File: config.mk
export PLATFORM = sky130hd
export DESIGN_NAME = mem_arbiter
export DESIGN_NICKNAME = d
export VERILOG_FILES = /design/src/rtl/mem_arbiter_pkg.sv /design/src/rtl/mem_arbiter_rr_arbiter2.sv /design/src/rtl/mem_arbiter.sv
export SDC_FILE = /design/constraint.sdc
export NUM_CORES = 1
export LEC_CHECK = 0
export CAP_MARGIN = 10
export CORE_AREA = 5 5 199 201
export CTS_BUF_LIST = sky130_fd_sc_hd__clkbuf_2 sky130_fd_sc_hd__clkbuf_4 sky130_fd_sc_hd__clkbuf_8
export CTS_CLUSTER_SIZE = 8
export DETAILED_ROUTE_END_ITERATION = 10
export DIE_AREA = 0 0 204 206
export SYNTH_ARGS = -nofsm -noshare
export SYNTH_HDL_FRONTEND = slang
export SYNTH_HIERARCHICAL = 1
export SYNTH_SLANG_ARGS = --single-unit
File: constraint.sdc
create_clock -name clk -period 3.1 [get_ports clk]
set_input_delay 0.62 -clock clk [delete_from_list [all_inputs] [get_ports clk]]
set_output_delay 0.62 -clock clk [all_outputs]
set_load 0.02 [all_outputs]
File: src/rtl/mem_arbiter_pkg.sv
// Shared types for the two-cache memory port arbiter.
package mem_arbiter_pkg;

  typedef enum logic [1:0] {
    IDLE    = 2'd0,
    D_WRITE = 2'd1,
    D_READ  = 2'd2,
    I_READ  = 2'd3
  } mem_arb_state_t;

  typedef enum logic {
    ICACHE = 1'b0,
    DCACHE = 1'b1
  } requester_t;

  localparam int LINE_BEATS = 4;

endpackage

File: src/rtl/mem_arbiter_rr_arbiter2.sv
// Two-requester round-robin pick; the history register moves only when
// the chosen request is actually accepted downstream.
module rr_arbiter2
  import mem_arbiter_pkg::*;
(
  input  logic       clk,
  input  logic       rst,
  input  logic       req_icache,
  input  logic       req_dcache,
  input  logic       accept,
  output requester_t grant,
  output logic       valid
);

  requester_t last_grant;

  always_ff @(posedge clk) begin
    if (rst) begin
      last_grant <= ICACHE;
    end else if (accept) begin
      last_grant <= grant;
    end
  end

  always_comb begin
    valid = req_icache | req_dcache;
    grant = ICACHE;
    if (req_icache && req_dcache) begin
      grant = (last_grant == ICACHE) ? DCACHE : ICACHE;
    end else if (req_dcache) begin
      grant = DCACHE;
    end
  end

endmodule

File: src/rtl/mem_arbiter.sv
// Shares one burst memory port between icache (read) and dcache (read/write),
// granting whole line transactions and steering read beats to their owner.
module mem_arbiter
  import mem_arbiter_pkg::*;
#(
  parameter int ADDR_W    = 32,
  parameter int DATA_W    = 64,
  parameter int BURST_LEN = LINE_BEATS
)(
  input  logic              clk,
  input  logic              rst,
  input  logic [ADDR_W-1:0] i_addr,
  input  logic              i_read,
  output logic              i_ready,
  output logic [DATA_W-1:0] i_rdata,
  output logic [ADDR_W-1:0] i_raddr,
  output logic              i_rvalid,
  input  logic [ADDR_W-1:0] d_addr,
  input  logic              d_read,
  input  logic              d_write,
  input  logic [DATA_W-1:0] d_wdata,
  output logic              d_ready,
  output logic [DATA_W-1:0] d_rdata,
  output logic [ADDR_W-1:0] d_raddr,
  output logic              d_rvalid,
  output logic [ADDR_W-1:0] m_addr,
  output logic              m_read,
  output logic              m_write,
  output logic [DATA_W-1:0] m_wdata,
  input  logic              m_ready,
  input  logic [DATA_W-1:0] m_rdata,
  input  logic [ADDR_W-1:0] m_raddr,
  input  logic              m_rvalid,
  output logic              busy
);

  localparam int CNT_W = (BURST_LEN > 1) ? $clog2(BURST_LEN) : 1;
  localparam int OFF_W = $clog2(BURST_LEN * DATA_W / 8);
  localparam logic [CNT_W-1:0] LAST_BEAT = CNT_W'(BURST_LEN - 1);

  // Handshake: a request or write beat transfers in any cycle where the
  // driver's request/m_write and m_ready are both high; *_ready reflects
  // that transfer back to the owning cache in the same cycle. Read beats
  // have no back-pressure: m_rvalid is consumed unconditionally.

  mem_arb_state_t   state;
  logic [CNT_W-1:0] beat_cnt;
  requester_t       grant;
  logic             req_valid;
  logic             accept;
  logic [ADDR_W-1:0] i_line;
  logic [ADDR_W-1:0] d_line;
  logic             unused_offset;

  assign i_line = {i_addr[ADDR_W-1:OFF_W], {OFF_W{1'b0}}};
  assign d_line = {d_addr[ADDR_W-1:OFF_W], {OFF_W{1'b0}}};
  assign unused_offset = ^{i_addr[OFF_W-1:0], d_addr[OFF_W-1:0]};

  assign accept = (state == IDLE) && req_valid && m_ready && !rst;
  assign busy   = (state != IDLE);

  rr_arbiter2 u_rr (
    .clk        (clk),
    .rst        (rst),
    .req_icache (i_read),
    .req_dcache (d_read | d_write),
    .accept     (accept),
    .grant      (grant),
    .valid      (req_valid)
  );

  always_ff @(posedge clk) begin
    if (rst) begin
      state    <= IDLE;
      beat_cnt <= '0;
    end else begin
      case (state)
        IDLE: begin
          if (accept) begin
            if (grant == ICACHE) begin
              state    <= I_READ;
              beat_cnt <= '0;
            end else if (d_write) begin
              state    <= D_WRITE;
              beat_cnt <= CNT_W'(1);
            end else begin
              state    <= D_READ;
              beat_cnt <= '0;
            end
          end
        end
        D_WRITE: begin
          if (m_ready) begin
            if (beat_cnt == LAST_BEAT) begin
              state    <= IDLE;
              beat_cnt <= '0;
            end else begin
              beat_cnt <= beat_cnt + CNT_W'(1);
            end
          end
        end
        D_READ, I_READ: begin
          if (m_rvalid) begin
            if (beat_cnt == LAST_BEAT) begin
              state    <= IDLE;
              beat_cnt <= '0;
            end else begin
              beat_cnt <= beat_cnt + CNT_W'(1);
            end
          end
        end
        default: begin
          state    <= IDLE;
          beat_cnt <= '0;
        end
      endcase
    end
  end

  // Outputs are held quiet during reset so an abandoned burst never leaks.
  always_comb begin
    i_ready  = 1'b0;
    i_rdata  = '0;
    i_raddr  = '0;
    i_rvalid = 1'b0;
    d_ready  = 1'b0;
    d_rdata  = '0;
    d_raddr  = '0;
    d_rvalid = 1'b0;
    m_addr   = '0;
    m_read   = 1'b0;
    m_write  = 1'b0;
    m_wdata  = '0;
    if (!rst) begin
      case (state)
        IDLE: begin
          if (req_valid) begin
            if (grant == ICACHE) begin
              m_read  = 1'b1;
              m_addr  = i_line;
              i_ready = m_ready;
            end else begin
              m_addr  = d_line;
              d_ready = m_ready;
              if (d_write) begin
                m_write = 1'b1;
                m_wdata = d_wdata;
              end else begin
                m_read = 1'b1;
              end
            end
          end
        end
        D_WRITE: begin
          m_write = 1'b1;
          m_addr  = d_line;
          m_wdata = d_wdata;
          d_ready = m_ready;
        end
        D_READ: begin
          d_rvalid = m_rvalid;
          d_rdata  = m_rdata;
          d_raddr  = m_raddr;
        end
        I_READ: begin
          i_rvalid = m_rvalid;
          i_rdata  = m_rdata;
          i_raddr  = m_raddr;
        end
        default: ;
      endcase
    end
  end

  a_no_rd_wr: assert property (@(posedge clk) disable iff (rst) !(d_read && d_write))
    else $error("dcache asserted read and write together");

  a_wr_held: assert property (@(posedge clk) disable iff (rst) (state == D_WRITE) |-> d_write)
    else $error("dcache dropped d_write mid-burst");

  a_stray_rvalid: assert property (@(posedge clk) disable iff (rst)
      m_rvalid |-> (state == D_READ || state == I_READ))
    else $warning("stray m_rvalid ignored outside a read burst");

endmodule

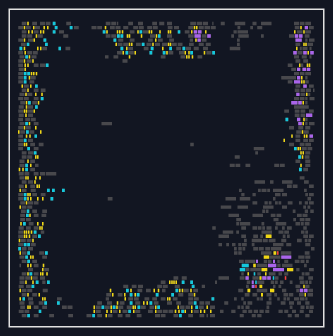
*Logic cells by family, run 1*
Red stands for inv cells, cells 3, most used inv_1. Yellow stands for nor cells, cells 234, most used nor2_1, where widely spread. Purple stands for aoi and oai cells, cells 37, most used a22oi_1. Cyan stands for nand cells, cells 102, most used nand2b_1.
logic share of the area: 0.274
most frequent standard cell in the layout excluding fill and tap cells: sky130_fd_sc_hd__clkdlybuf4s50_1
final instance count without filler cells: 1516

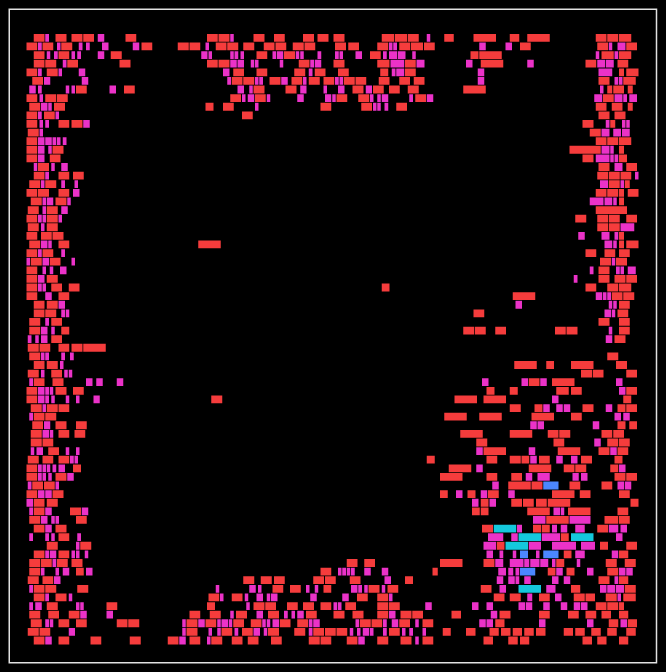
*Cell classes on the final placement, run 1*
Cyan stands for registers, cells 5. Magenta stands for remaining logic cells, cells 456. Blue stands for clock drivers and dummy loads, cells 4. Red stands for remaining buffers and delay cells, cells 540.

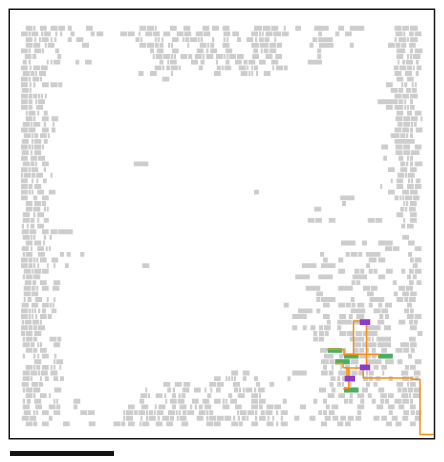
*Routed clock nets over the placement, run 1*
Scale bar: 50 um.
Orange stands for clock wires, length 184 um. Green stands for flip-flops, count 5. Purple stands for clock-net drivers, count 3.
There are 4 routed clock nets. Position of the flops: bottom right.
part of the total power dissipated in the clock network: 0.105
clk pwr: 0.000139 W
source-to-sink clock delay at the later pin of the worst-skew pair: 0.23 ns

==> notes.md, run 1 <==
Results of the full flow below.

Pwr:
- The run gives the power share of the sequential group as 0.059.
- The run puts the sequential power at slightly below 0.00008 W.
- The run gives the net load switching power as approximately 0.00057 W.
- Summed over all cells, the static leakage comes to approximately 3.3 nW.

Global route:
- The run puts the met2 capacity usage during global routing at 0.248.
- The number of antenna violations at the first check in global routing came to 5.

Yosys:
- Per the synthesis report, the AND-OR/OR-AND share of the synthesized area is 0.109.
- The run gives the post-synthesis average cell area as around 5.3 um^2.
- Sorting the synthesized cells by how often they occur yields 223 x sky130_fd_sc_hd__nor2_1, 98 x sky130_fd_sc_hd__nand2b_1, 66 x sky130_fd_sc_hd__and2_1, 29 x sky130_fd_sc_hd__a22oi_1, 27 x sky130_fd_sc_hd__clkbuf_1.
- The run puts the number of warnings printed during yosys synthesis at 6.
- The run gives the number of flops mapped to enable cells by yosys as 0.
- The run puts the sequential cell area fraction in the yosys report at 0.0370.
- After synthesis the netlist holds a flip-flop and latch count of 5.
- By instance count, the leading cell after synthesis is sky130_fd_sc_hd__nor2_1.

Cells and area:
- The run puts the count of inverters other than clock inverters in the layout at 3.
- Sequential cells placed in the final layout were counted as 5.
- The layout has 4 clock buffers.
- The run gives the sequential cell area in the final layout as 100 um^2.
- The run gives the count of nets after finishing as between 1000 and 1500.
- The run puts the number of non-clock buffers at 540.

Worst hold path:
- The path class of the tightest hold or removal check is flip-flop to flip-flop.
- The run gives the end point of the most critical hold path as beat_cnt[0]$_SDFFE_PP0P_.

Floorplan:
- The run gives the row count as around 70.
- The run puts the area of the core at between 30000 and 40000 um^2.
- The die is about 210 um tall.

Status:
- The flow ran to the end, and the final reports show no timing, DRC or antenna violations.

Clock tree:
- In this run the deepest clock path goes through 2 buffers.
- The run puts the number of buffers inserted to repair setup after CTS at 5.

Critical path:
- The run gives the endpoint kind of the worst setup timing path as an output port.
- The run gives the kind of critical path as input port to output port.
- The run gives the required time of the critical path as 2.48 ns.
- The run puts the buffers plus inverters on the worst setup path at 3.
- The run puts the worst stage delay on the critical path at 0.47 ns.
- Per the timing report, the biggest fanout along the worst path comes to 34.

Drt:
- After detailed routing, the average wire length per cell comes to 18.7 um.

Timing:
- For the final routed database, the setup TNS stands at 0 ns.
- On the final layout, the worst hold slack is around 0.53 ns.
- The run puts the transition at the pin with the smallest max-transition slack at between 0.5 and 0.6 ns.
- Setup repair after global routing could not meet its margin everywhere.

Placement:
- The run gives the setup slack at placement as -0.526 ns.
### I/O nets highlighted, run 1

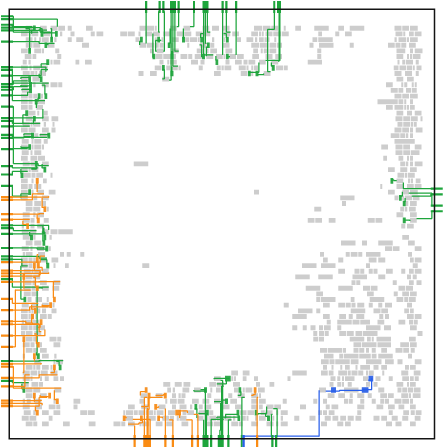

--- run 2 (diff from run 1) ---
Settings changed: PLACE_DENSITY from default to 0.34.
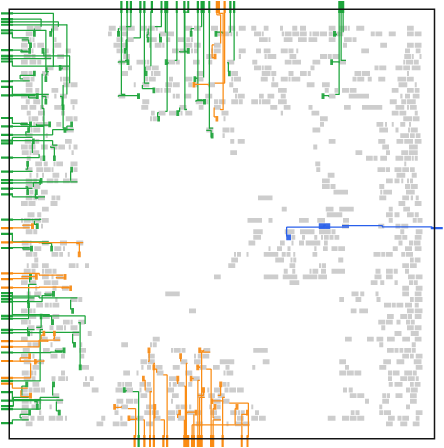
*I/O nets highlighted, run 2*
Orange stands for `i_raddr`, direction output, edge 19 bottom, 10 left, 3 top, end cells 32, wire 890 um. Green stands for `d_rdata`, direction output, edge 42 left, 21 top, 1 bottom, end cells 64, wire 1900 um. Blue stands for `m_ready`, direction input, edge right, end cells 3, wire 81.4 um.

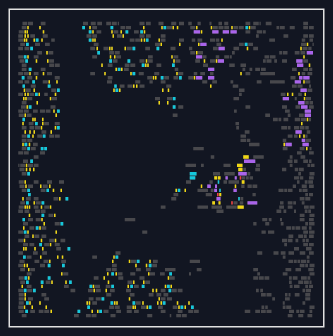
*Logic cells by family, run 2*
Cyan stands for nand cells, cells 102, most used nand2b_1. Purple stands for aoi and oai cells, cells 37, most used a22oi_2. Red stands for inv cells, cells 3, most used inv_1. Yellow stands for nor cells, cells 233, most used nor2_1, where widely spread.
logic share of the area: 0.289
final instance count without filler cells: 1511

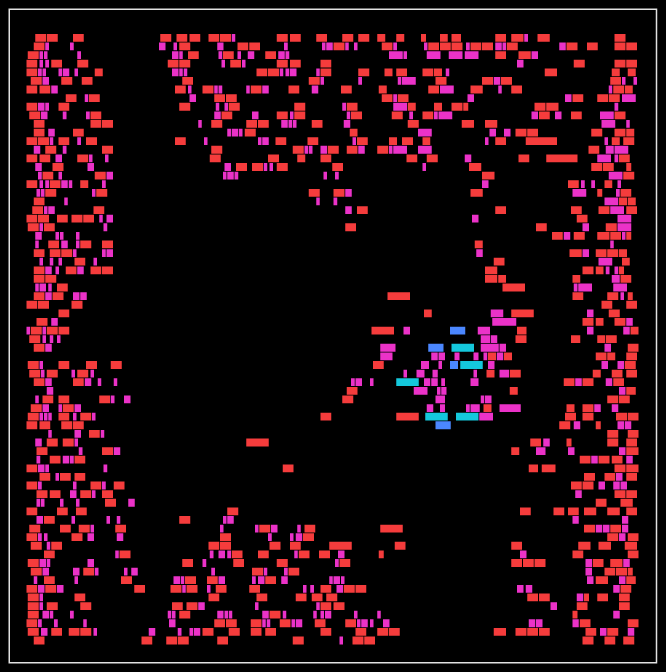
*Cell classes on the final placement, run 2*
Magenta stands for remaining logic cells, cells 455. Blue stands for clock drivers and dummy loads, cells 4. Red stands for remaining buffers and delay cells, cells 534. Cyan stands for registers, cells 5.
core utilization of the finished layout: 0.230
CORE AREA: 37400 um^2
Final Instance Area: 8620 um^2

==> notes.md, run 2 <==
Results of the full flow below.

Pwr:
- The run gives the sequential power as 0.0000784 W (about the same).
- The run gives the part of the power in the clock network as 0.102 (-0.003).
- The run gives the power share of the sequential group as 0.062 (+0.003).
- The power consumed by the clock network was 0.000129 W (-7%).

Clock tree:
- The run puts the later-pin clock latency in the skew report at 0.22 ns (about the same).
- The run puts the deepest clock path buffer count at 2 (unchanged).
- The number of buffers inserted to repair setup after CTS came to 2 (-3).

Yosys:
- Counting instances in the post-synthesis netlist gives the leading cell types as 223 x sky130_fd_sc_hd__nor2_1, 98 x sky130_fd_sc_hd__nand2b_1, 66 x sky130_fd_sc_hd__and2_1, 29 x sky130_fd_sc_hd__a22oi_1, 27 x sky130_fd_sc_hd__clkbuf_1.
- The post-synthesis average cell area came to 5.31 um^2 (unchanged).
- The run puts the flip-flop and latch count after synthesis at 5 (unchanged).
- By instance count, the leading cell after synthesis is sky130_fd_sc_hd__nor2_1.
- The run puts the synthesized-area fraction occupied by ao, oa, aoi and oai cells at 0.109 (unchanged).
- The run gives the sequential cell area fraction in the yosys report as 0.0370 (unchanged).

Cells and area:
- The run puts the count of nets after finishing at 1231 (-0.57%).
- The run gives the total number of sequential cells as 5 (unchanged).
- The number of non-clock buffers came to 534 (-1.1%).
- The run puts the number of multi-input combinational cells at 452.
- The run puts the number of clock-tree buffers in the layout at 4 (unchanged).
- The count of inverters other than clock inverters in the layout came to 3 (unchanged).
- Leaving out fill and tap cells, the most frequent cell in the layout is sky130_fd_sc_hd__clkdlybuf4s50_1.

Critical path:
- The run gives the worst stage delay on the critical path as 0.42 ns (-0.05 ns).
- The run puts the largest fanout on the critical path at 48 (+41%).
- The run gives the endpoint kind of the worst setup timing path as an output port.
- The buffers plus inverters on the worst setup path was 4 (+1).
- The run gives the required time of the critical path as 2.48 ns (about the same).
- According to the timing report, the critical path is captured at m_wdata[10].
- The run gives the kind of critical path as input port to output port.

Run:
- The run puts the OpenROAD warning count at 37.

Timing:
- Setup repair after global routing left no endpoint under its margin.
- The worst slack on hold paths was 0.514 ns (-0.0185 ns).
- The run puts the accumulated negative setup slack at 0 ns (unchanged).

Status:
- The flow ran to the end, and the final reports show no timing, DRC or antenna violations.

Global route:
- The run puts the number of antenna violations at the first check in global routing at 4 (-1).
- The run puts the met2 capacity usage during global routing at 0.217 (-0.0312).

Drt:
- The run puts the routed wire length per instance at 17.3 um (-7.6%).

Floorplan:
- The run gives the y dimension of the die as 206 um (unchanged).
- The run gives the row count as 71 (unchanged).

Worst hold path:
- The run gives the type of the most critical hold path as flip-flop to flip-flop.

Placement:
- The run gives the setup slack at placement as -0.603 ns (-0.0769 ns).
--- run 3 (diff from run 2) ---
Settings changed: SLEW_MARGIN from default to 25.
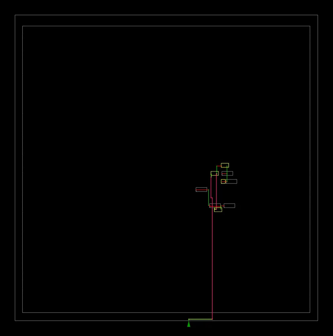
*The clock network, run 3*
clk pwr: 0.000129 W
clock sink count: 5
largest clock skew in the final design: 0.00288 ns
clock buffers created by TritonCTS: 3

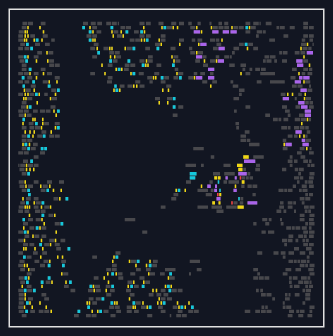
*Logic cells by family, run 3*
Purple stands for aoi and oai cells, cells 37, most used a22oi_2. Red stands for inv cells, cells 3, most used inv_1. Cyan stands for nand cells, cells 102, most used nand2b_1. Yellow stands for nor cells, cells 233, most used nor2_1, where widely spread.

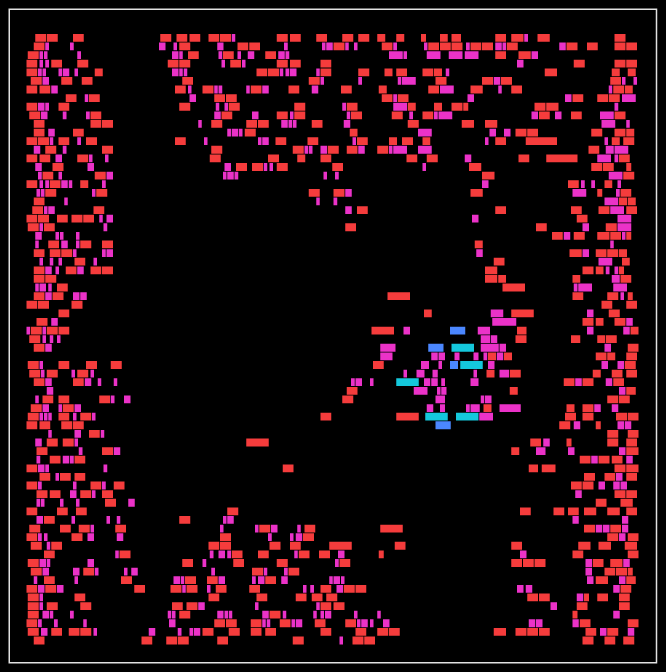
*Cell classes on the final placement, run 3*
Blue stands for clock drivers and dummy loads, cells 4. Red stands for remaining buffers and delay cells, cells 534. Cyan stands for registers, cells 5. Magenta stands for remaining logic cells, cells 455.
Seq area share: 0.0116
standard-cell row count: 71

==> notes.md, run 3 <==
Results of the full flow below.

Worst hold path:
- Checking hold timing, the worst path is listed with class flip-flop to flip-flop.

Drt:
- The run gives the routed wire length per instance as 17.3 um (unchanged).

Clock tree:
- The deepest clock path buffer count came to 2 (unchanged).
- The run puts the clock input transition at the sequential cells of the worst setup and hold paths at about 0.040 ns.
- The number of buffers inserted to repair setup after CTS was 2 (unchanged).
- The later-pin clock latency in the skew report is 0.22 ns (about the same).

Cells and area:
- The number of non-clock buffers came to 534 (unchanged).
- The run puts the total number of sequential cells at 5 (unchanged).
- The run puts the fraction of area in multi-input gates at 0.289 (unchanged).
- The run gives the count of nets after finishing as 1231 (unchanged).
- The run puts the number of multi-input combinational cells at 452 (unchanged).
- The run gives the final cell area excluding filler cells as 8620 um^2 (unchanged).
- The run gives the count of inverters other than clock inverters in the layout as 3 (unchanged).
- The run gives the fraction of the core area covered by cells at the end of the flow as 0.230 (unchanged).
- Per the cell usage report, the commonest logic cell in the layout is sky130_fd_sc_hd__clkdlybuf4s50_1.

Status:
- The flow ran to the end, and the final reports show no timing, DRC or antenna violations.

Critical path:
- The run gives the largest fanout on the critical path as 48 (unchanged).
- The buffers plus inverters on the worst setup path came to 4 (unchanged).
- The worst setup path is captured at an output port.
- The worst stage delay on the critical path is 0.42 ns (about the same).
- The run puts the required time of the critical path at 2.48 ns (about the same).
- The critical path is of the input port to output port type.
- The run gives the capture point of the worst path as m_wdata[10].

Pwr:
- The run puts the power density over cell area at 146 nW/um^2.
- The run puts the sequential power at 0.0000784 W (about the same).

Yosys:
- The run puts the synthesized-area fraction occupied by ao, oa, aoi and oai cells at 0.109 (unchanged).
- The run gives the post-synthesis average cell area as 5.31 um^2 (unchanged).
- The run puts the sequential cell area fraction in the yosys report at 0.0370 (unchanged).
- For this run the top cell type by instance count after synthesis was sky130_fd_sc_hd__nor2_1.
- For reference, the top cells by count after synthesis are 223 x sky130_fd_sc_hd__nor2_1, 98 x sky130_fd_sc_hd__nand2b_1, 66 x sky130_fd_sc_hd__and2_1, 29 x sky130_fd_sc_hd__a22oi_1, 27 x sky130_fd_sc_hd__clkbuf_1.
- The run gives the flip-flop and latch count after synthesis as 5 (unchanged).

Floorplan:
- The run puts the area of the core at 37400 um^2 (unchanged).
- The run puts the y dimension of the die at 206 um (unchanged).
- The run puts the die extent in x at 204 um.

Timing:
- Setup repair after global routing left no endpoint under its margin.
- The run puts the worst slack on hold paths at 0.514 ns (unchanged).

Global route:
- The run puts the number of antenna violations at the first check in global routing at 4 (unchanged).
- The met2 capacity usage during global routing came to 0.217 (unchanged).
Power is estimated from default activity; no workload was simulated.
